`src/rtl/channel_mux_pkg.sv`:
```
// Shared constants and helpers for the channel arbiter/mux slice.
package channel_mux_pkg;

  localparam logic MODE_FIXED = 1'b0;
  localparam logic MODE_RR    = 1'b1;

  // Channel-index width; never narrower than one bit.
  function automatic int unsigned selw(int unsigned n);
    return (n <= 2) ? 1 : $clog2(n);
  endfunction

endpackage

```
`src/rtl/channel_arb_mux_if.sv`:
```
// Handshake bundle between NCH producers, the arbiter/mux and one consumer.
interface channel_arb_mux_if #(
  parameter int unsigned WIDTH = 4,
  parameter int unsigned NCH   = 4
);
  localparam int unsigned SELW = channel_mux_pkg::selw(NCH);

  logic [NCH*WIDTH-1:0] in_data;
  logic [NCH-1:0]       in_valid;
  logic [NCH-1:0]       in_ready;
  logic                 mode;
  logic [SELW-1:0]      sel;
  logic [WIDTH-1:0]     out_data;
  logic [SELW-1:0]      out_ch;
  logic                 out_valid;
  logic                 out_ready;

  modport master (
    output in_data, in_valid, mode, sel, out_ready,
    input  in_ready, out_data, out_ch, out_valid
  );

  modport slave (
    input  in_data, in_valid, mode, sel, out_ready,
    output in_ready, out_data, out_ch, out_valid
  );

endinterface

```
`src/rtl/rr_arbiter.sv`:
```
// Round-robin grant: first requester searching upward from last+1, wrapping at NCH-1.
module rr_arbiter #(
  parameter int unsigned NCH  = 4,
  parameter int unsigned SELW = 2
) (
  input  logic [NCH-1:0]  req,
  input  logic [SELW-1:0] last,
  output logic [SELW-1:0] grant,
  output logic            grant_valid
);

  logic [SELW-1:0] idx;

  always_comb begin
    grant       = '0;
    grant_valid = 1'b0;
    idx         = '0;
    for (int unsigned i = 1; i <= NCH; i++) begin
      idx = SELW'((32'(last) + i) % NCH);
      if (!grant_valid && req[idx]) begin
        grant       = idx;
        grant_valid = 1'b1;
      end
    end
  end

endmodule

```
`src/rtl/channel_arb_mux.sv`:
```
// NCH-to-1 channel mux with fixed or round-robin selection and a one-word output register.
module channel_arb_mux
  import channel_mux_pkg::*;
#(
  parameter int unsigned WIDTH = 4,
  parameter int unsigned NCH   = 4
) (
  input logic               clk,
  input logic               rst_n,
  channel_arb_mux_if.slave  bus
);

  localparam int unsigned SELW = selw(NCH);

  logic [SELW-1:0]  last_q;
  logic [SELW-1:0]  rr_grant;
  logic             rr_valid;
  logic [SELW-1:0]  grant;
  logic             grant_valid;
  logic             fixed_valid;
  logic             load;
  logic [WIDTH-1:0] word;
  logic [WIDTH-1:0] data_q;
  logic [SELW-1:0]  ch_q;
  logic             valid_q;

  rr_arbiter #(
    .NCH  (NCH),
    .SELW (SELW)
  ) u_rr_arbiter (
    .req         (bus.in_valid),
    .last        (last_q),
    .grant       (rr_grant),
    .grant_valid (rr_valid)
  );

  always_comb begin
    fixed_valid = 1'b0;
    word        = '0;
    // Compare rather than index so an out-of-range sel simply matches nothing.
    for (int unsigned k = 0; k < NCH; k++) begin
      if (32'(bus.sel) == k) fixed_valid = bus.in_valid[k];
    end
    if (bus.mode == MODE_RR) begin
      grant       = rr_grant;
      grant_valid = rr_valid;
    end else begin
      grant       = bus.sel;
      grant_valid = fixed_valid;
    end
    for (int unsigned k = 0; k < NCH; k++) begin
      if (32'(grant) == k) word = bus.in_data[k*WIDTH +: WIDTH];
    end
    // Gated by rst_n so nothing is accepted while reset is held.
    load         = rst_n & (~valid_q | bus.out_ready);
    bus.in_ready = '0;
    if (load && grant_valid) bus.in_ready[grant] = 1'b1;
  end

  always_ff @(posedge clk or negedge rst_n) begin
    if (!rst_n) begin
      data_q  <= '0;
      ch_q    <= '0;
      valid_q <= 1'b0;
      last_q  <= SELW'(NCH - 1);
    end else if (load) begin
      if (grant_valid) begin
        data_q  <= word;
        ch_q    <= grant;
        valid_q <= 1'b1;
        if (bus.mode == MODE_RR) last_q <= grant;
      end else begin
        valid_q <= 1'b0;
      end
    end
  end

  assign bus.out_data  = data_q;
  assign bus.out_ch    = ch_q;
  assign bus.out_valid = valid_q;

endmodule

```
`src/flat_wrapper.sv`:
```
// flat-port wrapper written by rule: the top's interface ports become plain ports
module channel_arb_mux_flat import channel_mux_pkg::*;
#(
  parameter int unsigned WIDTH = 4,
  parameter int unsigned NCH   = 4
)
  (clk, rst_n, bus_in_data, bus_in_valid, bus_mode, bus_sel, bus_out_ready, bus_in_ready, bus_out_data, bus_out_ch, bus_out_valid);
  channel_arb_mux_if #(.WIDTH(WIDTH), .NCH(NCH)) bus_i ();
  input logic clk;
  input logic rst_n;
  input wire logic [$bits(bus_i.in_data)-1:0] bus_in_data;
  input wire logic [$bits(bus_i.in_valid)-1:0] bus_in_valid;
  input wire logic [$bits(bus_i.mode)-1:0] bus_mode;
  input wire logic [$bits(bus_i.sel)-1:0] bus_sel;
  input wire logic [$bits(bus_i.out_ready)-1:0] bus_out_ready;
  output wire logic [$bits(bus_i.in_ready)-1:0] bus_in_ready;
  output wire logic [$bits(bus_i.out_data)-1:0] bus_out_data;
  output wire logic [$bits(bus_i.out_ch)-1:0] bus_out_ch;
  output wire logic [$bits(bus_i.out_valid)-1:0] bus_out_valid;
  assign bus_i.in_data = bus_in_data;
  assign bus_i.in_valid = bus_in_valid;
  assign bus_i.mode = bus_mode;
  assign bus_i.sel = bus_sel;
  assign bus_i.out_ready = bus_out_ready;
  assign bus_in_ready = bus_i.in_ready;
  assign bus_out_data = bus_i.out_data;
  assign bus_out_ch = bus_i.out_ch;
  assign bus_out_valid = bus_i.out_valid;
  channel_arb_mux #(.WIDTH(WIDTH), .NCH(NCH)) u_core (.clk(clk), .rst_n(rst_n), .bus(bus_i));
endmodule
```
`config.mk`:
```
export PLATFORM = sky130hd
export DESIGN_NAME = channel_arb_mux_flat
export DESIGN_NICKNAME = d
export VERILOG_FILES = /design/src/rtl/channel_mux_pkg.sv /design/src/rtl/channel_arb_mux_if.sv /design/src/rtl/rr_arbiter.sv /design/src/rtl/channel_arb_mux.sv /design/src/flat_wrapper.sv
export SDC_FILE = /design/constraint.sdc
export NUM_CORES = 1
export LEC_CHECK = 0
export ABC_AREA = 1
export CAP_MARGIN = 10
export CORE_MARGIN = 1
export CORE_UTILIZATION = 46
export CTS_CLUSTER_DIAMETER = 150
export DETAILED_ROUTE_END_ITERATION = 12
export GPL_ROUTABILITY_DRIVEN = 0
export GPL_TIMING_DRIVEN = 0
export PLACE_DENSITY = 0.81
export SYNTH_ARGS = -nofsm -noshare
export SYNTH_HDL_FRONTEND = slang
export SYNTH_SLANG_ARGS = --single-unit
```
`constraint.sdc`:
```
create_clock -name clk -period 3.2 [get_ports clk]
set_input_delay 0.48 -clock clk [delete_from_list [all_inputs] [get_ports clk]]
set_output_delay 0.48 -clock clk [all_outputs]
set_load 0.02 [all_outputs]
```
Fig. 1: run 1, placement by cell class
Drawn at 8 px/um.
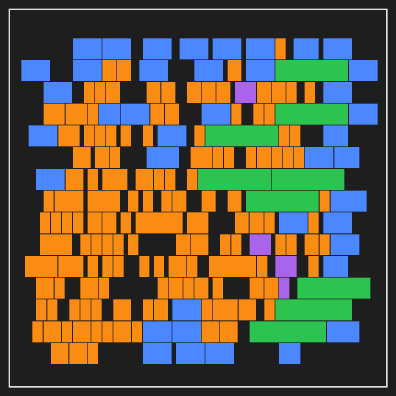
purple -> clock drivers and dummy loads  # cells 4, share of their area 2.0%
green -> sequential cells  # cells 9, share of their area 17%
orange -> combinational and other logic  # cells 136, share of their area 51%
blue -> remaining buffers and delay cells  # cells 40, share of their area 30%
Core Util, Final: 74.4%
Seq/total area: 16.8%
Core ar.: 1820 um^2
Final Cell Area: 1360 um^2

Fig. 2: run 1, signal wires on met1
Drawn at 10 px/um. Supply wires on this layer in grey. Cells faint in the background.
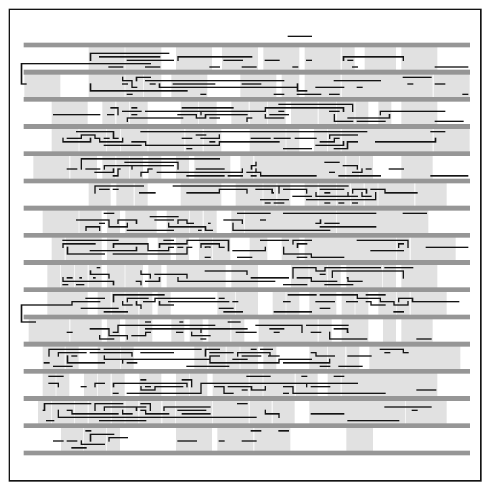
wire length on this layer = 1060 um
share of all routed wire = 46%
longest straight run = 22.5 um
nets with wire on the layer = 188
main direction = horizontal

==> results.yml, run 1 <==
# synthesis and place-and-route metrics
final_layout:
  clkbuf_count: 4
  layout_top_cell: "nand2_1"
  n_all_buffers: 40
  final-comb-area_um2: 588
  flop_area_um2: 228
final_timing:
  fin_ws_ns: 0.192
  hold_viol: 0
  min_period_ns: 3.01
  setup_viol: 0
  setup_tns_ns: 0
  fmax_mhz: 332
power_and_ir_drop:
  pwr-share-comb_pct: 75.2
  clkPwrFrac_pct: 7.6
  p_sw_share_pct: 51.3
  switching_power_mw: 0.590
  combinationalPower_mw: 0.864
  p_per_area_nw_per_um2: 849
  finalPower_mw: 1.15
  powerSeq_mw: 0.198
logic_synthesis:
  yosys_area_um2: 932
  synthCells: 149
  ff_type: "dfrtp_1"
  synth_stat.cells: 149
  synth.area.mux_share_pct: 0
  synth_area_um2: 932
  adder_share_pct: 0
  yosys.area_share.simple_pct: 50.5
  synth_cell_types: 26
  syn_nets: 175
global_routing:
  grt_pass1_wl_um: 3710
  grt_overflow_total: 0
  met3_usage_pct: 1.54
  grt_max_degree: 11
clock_network:
  cts_tree: "yes"
  cts_sinks: 9
job:
  warning_count: 27
routing:
  wire_per_inst_um: 10.8
critical_path:
  cp_slowest_stage_delay_ns: 0.52
  path_cells: "clkdlybuf4s50_1 > inv_1 > nand2_1 > nand2_1 > o21ai_2 > inv_1 > nand3_2 > nand2_4 > o21ai_4 > inv_1 > nor3_1 > dlygate4sd2_1"
floorplan:
  taps: 25
  fp.dieW_um: 47.0
  rows: 15
status:
  status: "completed"
placed_design:
  place_hpwl_um: 1900
Fig. 3: run 1, I/O nets highlighted
Drawn at 6 px/um.
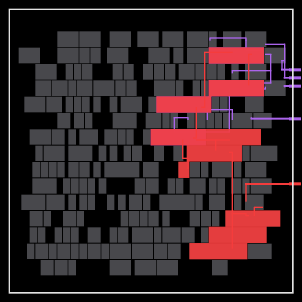
red -> `rst_n`  # bits 1, direction input, edge right, end cells 10, buffers 1, wire 70.6 um
purple -> `bus_out_data`  # bits 4, direction output, edge right, end cells 4, buffers 4, wire 80.1 um
# IOs: 37
IO Port Bufs: 36

Fig. 4: run 1, local utilization
Drawn at 8 px/um. 9 x 9 tiles, from dark blue (low) to red (high), 0 to 100% covered.
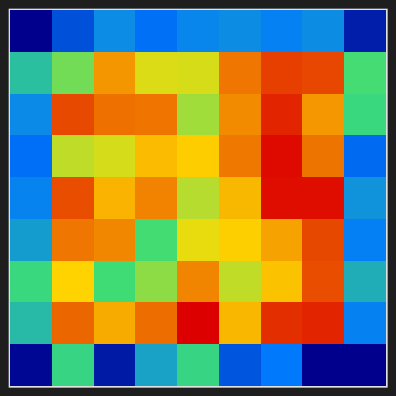
tiles over 75% full = 46%
nearly empty tiles = 4.9%
fullest tile = 100%
mean over tiles = 60%

[run 1: path summary, 6_finish.rpt]
check | to | from | cells past startpoint
min in group clk | u_core.bus.out_ch[1]$_DFFE_PN0P_ | u_core.bus.out_ch[1]$_DFFE_PN0P_ | 2
min reg2reg | u_core.bus.out_ch[1]$_DFFE_PN0P_ | u_core.bus.out_ch[1]$_DFFE_PN0P_ | 2
min | u_core.bus.out_valid$_DFFE_PN0P_ | rst_n | 1
max | bus_in_ready[0] | bus_in_valid[1] | 12
max reg2reg | u_core.bus.out_data[2]$_DFFE_PN0P_ | u_core.last_q[0]$_DFFE_PN1P_ | 17
max in group asynchronous | u_core.last_q[0]$_DFFE_PN1P_ | rst_n | 1
[run 1: timing repair]
item                                    in CTS  in global routing
buffers inserted                             0                  0
gates resized                                4                  2
endpoints found under the setup margin       3                  2
==> run 1 -> run 2 <==
==> constraint.sdc (replaced) <==
create_clock -name clk -period 3.2 [get_ports clk]
set_input_delay 0.96 -clock clk [delete_from_list [all_inputs] [get_ports clk]]
set_output_delay 0.96 -clock clk [all_outputs]
set_load 0.02 [all_outputs]
==> run 2 against run 1 <==
The flow now stops in global routing. Synthesized cell count stayed put. Synthesized area stayed put.
==> results.yml, run 2 <==
# generated from flow reports
status:
  status: "stopped before the end"
  failed_stage: "global routing"
  error_line: "[ERROR GRT-0232] Routing congestion too high. Check the congestion heatmap in the GUI."
clock_network:
  cts_max_path_buffers: 2
  cts-root-buf: "clkbuf_4"
  cts_buffers: 3
  htree_levels: 1
  cts_sinks: 9
logic_synthesis:
  synth-edff-count: 0
  synth_cell_types: 26
  synth_area_per_cell_um2: 6.26
  area_leaders: "nand2_1, dfrtp_1, nand3_1"
  async_reset_ff_share_pct: 100
  synth_top_area_share_pct: 20.9
  yosysWarnings: 0
  common_cells: "nand2_1, inv_1, nand3_1"
  yosys_area_um2: 932
  synth_area_um2: 932
  top_area_cell: "nand2_1"
  syn_nets: 175
  yosysMostFrequentCell: "nand2_1"
  ff_type: "dfrtp_1"
  synth_flops: 9
  synthCells: 149
  ys_seq_share_pct: 24.4
  synth_stat.cells: 149
global_routing:
  grt.total_usage_pct: 69.0
  grt_max_degree: 11
  grt_overflow_total: 29
floorplan:
  num_io_pins: 37
  fp_util_pct: 51.2
  rows: 15
  die_y_um: 47.0
  fp.dieW_um: 47.0
placed_design:
  place_ws_ns: -1.13
  io_buffers: 36
  place_hpwl_um: 2060
  dp_cells: 210
  place_area_um2: 1330
final_timing:
  crit_endpoint: "bus_in_ready[3]"
  endpoint_type: "top-level output"
## run 2: cell counts after synthesis
No cell type changed its count.
## run 2: logic make-up after synthesis
logic type	count (synthesis)	share of synthesized area (%)
flip-flops	9	24.4
buffers and inverters	25	13.3
AND-OR/OR-AND	17	11.8
AND/OR/NAND/NOR	98	50.5
## run 2: routing by layer
layer  global-route usage [%]  GRT overflow
met1                     64.3             0
met2                     91.7            16
met3                     45.0             0
met4                     85.7            13
met5                        0             0
## run 2: what timing repair did
item	4_1_cts
endpoints found under the setup margin	4
buffers inserted	27
pin swaps	26
gates resized	71
hold buffers	0
==> run 2 -> run 3 <==
Settings changed: CORE_AREA set to 2 2 63 65, CORE_MARGIN 1 to unset, CORE_UTILIZATION 46 to unset, CTS_CLUSTER_DIAMETER 150 to unset, DIE_AREA set to 0 0 65 67, PLACE_DENSITY 0.81 to unset, PLACE_DENSITY_LB_ADDON set to 0.15.
Fig. 5: run 3, cell outlines without signal wires
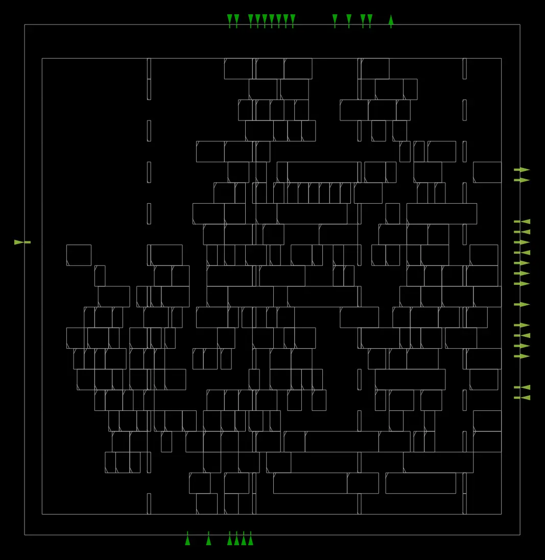
Core ar.: 3610 um^2
Row Count: 22
fin cells: 258
tap cells: 48
flop count: 9

Fig. 6: run 3, I/O nets highlighted
Drawn at 4 px/um.
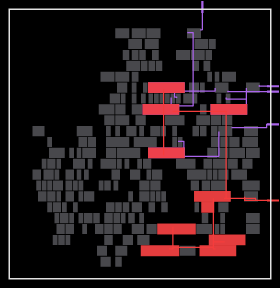
red -> `rst_n`  # bits 1, direction input, edge right, end cells 10, buffers 1, wire 99.0 um
purple -> `bus_out_data`  # bits 4, direction output, edge 3 right, 1 top, end cells 4, buffers 4, wire 97.9 um

==> run 3 against run 2 <==
The run now ends clean. Synthesized area did not move. Synthesized cell count did not move.
==> results.yml, run 3 <==
# synthesis and place-and-route metrics
power_and_ir_drop:
  combinationalPower_mw: 1.10
  p_per_area_nw_per_um2: 892
  finalPower_mw: 1.43
global_routing:
  grt.total_usage_pct: 12.9
  met3_usage_pct: 1.69
  grt_overflow_total: 0
  busiest_layer: "met2"
  grt_use_met2_pct: 23.1
clock_network:
  cts-root-buf: "clkbuf_8"
  cts_sinks: 9
  htree_levels: 1
  hold_buffers: 0
final_layout:
  seq-cell-share_pct: 14.2
  n_all_buffers: 61
  flop_area_um2: 228
  layout_top_cell: "nand2_1"
logic_synthesis:
  ff_type: "dfrtp_1"
  aoi_share_pct: 11.8
  synthCells: 149
  synth_cell_types: 26
  synth_flops: 9
  synth_area_per_cell_um2: 6.26
  async_reset_ff_share_pct: 100
  common_cells: "nand2_1, inv_1, nand3_1"
  synth_area_um2: 932
  yosysMostFrequentCell: "nand2_1"
  synth-edff-count: 0
critical_path:
  cp_slowest_stage_delay_ns: 0.20
  path_cells: "buf_4 > nand2_2 > nand2_2 > nand2_1 > nand2_1 > nand2_1 > nand2_1 > nand2_1 > nand2_2 > o21ai_4 > nand2_2 > nor2_2 > buf_6"
  startpoint: "bus_in_valid[3]"
status:
  status: "completed"
final_timing:
  hold_viol: 0
  fin_ws_ns: 0.0601
  min_period_ns: 3.14
  setup_tns_ns: 0
hold_path:
  hp-start: "u_core.bus.out_ch[1]$_DFFE_PN0P_"
placed_design:
  io_buffers: 36
floorplan:
  die_y_um: 67
Fig. 7: run 3, placement by cell class
Drawn at 6 px/um.
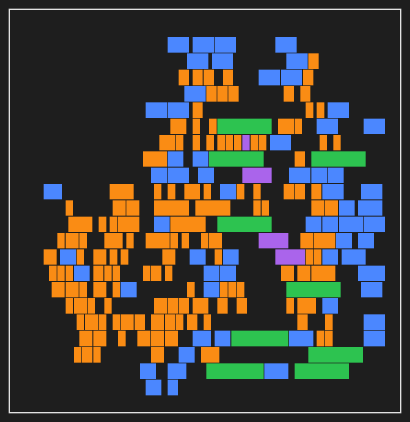
purple -> clock drivers and dummy loads  # cells 4, share of their area 2.9%
green -> sequential cells  # cells 9, share of their area 15%
orange -> combinational and other logic  # cells 136, share of their area 47%
blue -> remaining buffers and delay cells  # cells 61, share of their area 35%

[run 3: cell counts after synthesis]
No cell type changed its count.
[run 3: path summary, 6_finish.rpt]
check / end / cells past startpoint / slack (ns)
worst max-delay path: bus_in_ready[3] / 13 / 0.06
worst min-delay path: u_core.bus.out_ch[1]$_DFFE_PN0P_ / 2 / 0.46
worst max register to register: u_core.bus.out_data[0]$_DFFE_PN0P_ / 18 / 0.97
worst min register to register: u_core.bus.out_ch[1]$_DFFE_PN0P_ / 2 / 0.46
max in group asynchronous: u_core.last_q[1]$_DFFE_PN1P_ / 1 / 2.25
min in group asynchronous: u_core.bus.out_data[2]$_DFFE_PN0P_ / 1 / 0.69
[run 3: what timing repair did]
action                     CTS  global route
setup buffers               13            10
resized                     62            13
pin swaps                   21            12
setup endpoints to repair    4             4
Power and IR drop assume default switching activity.
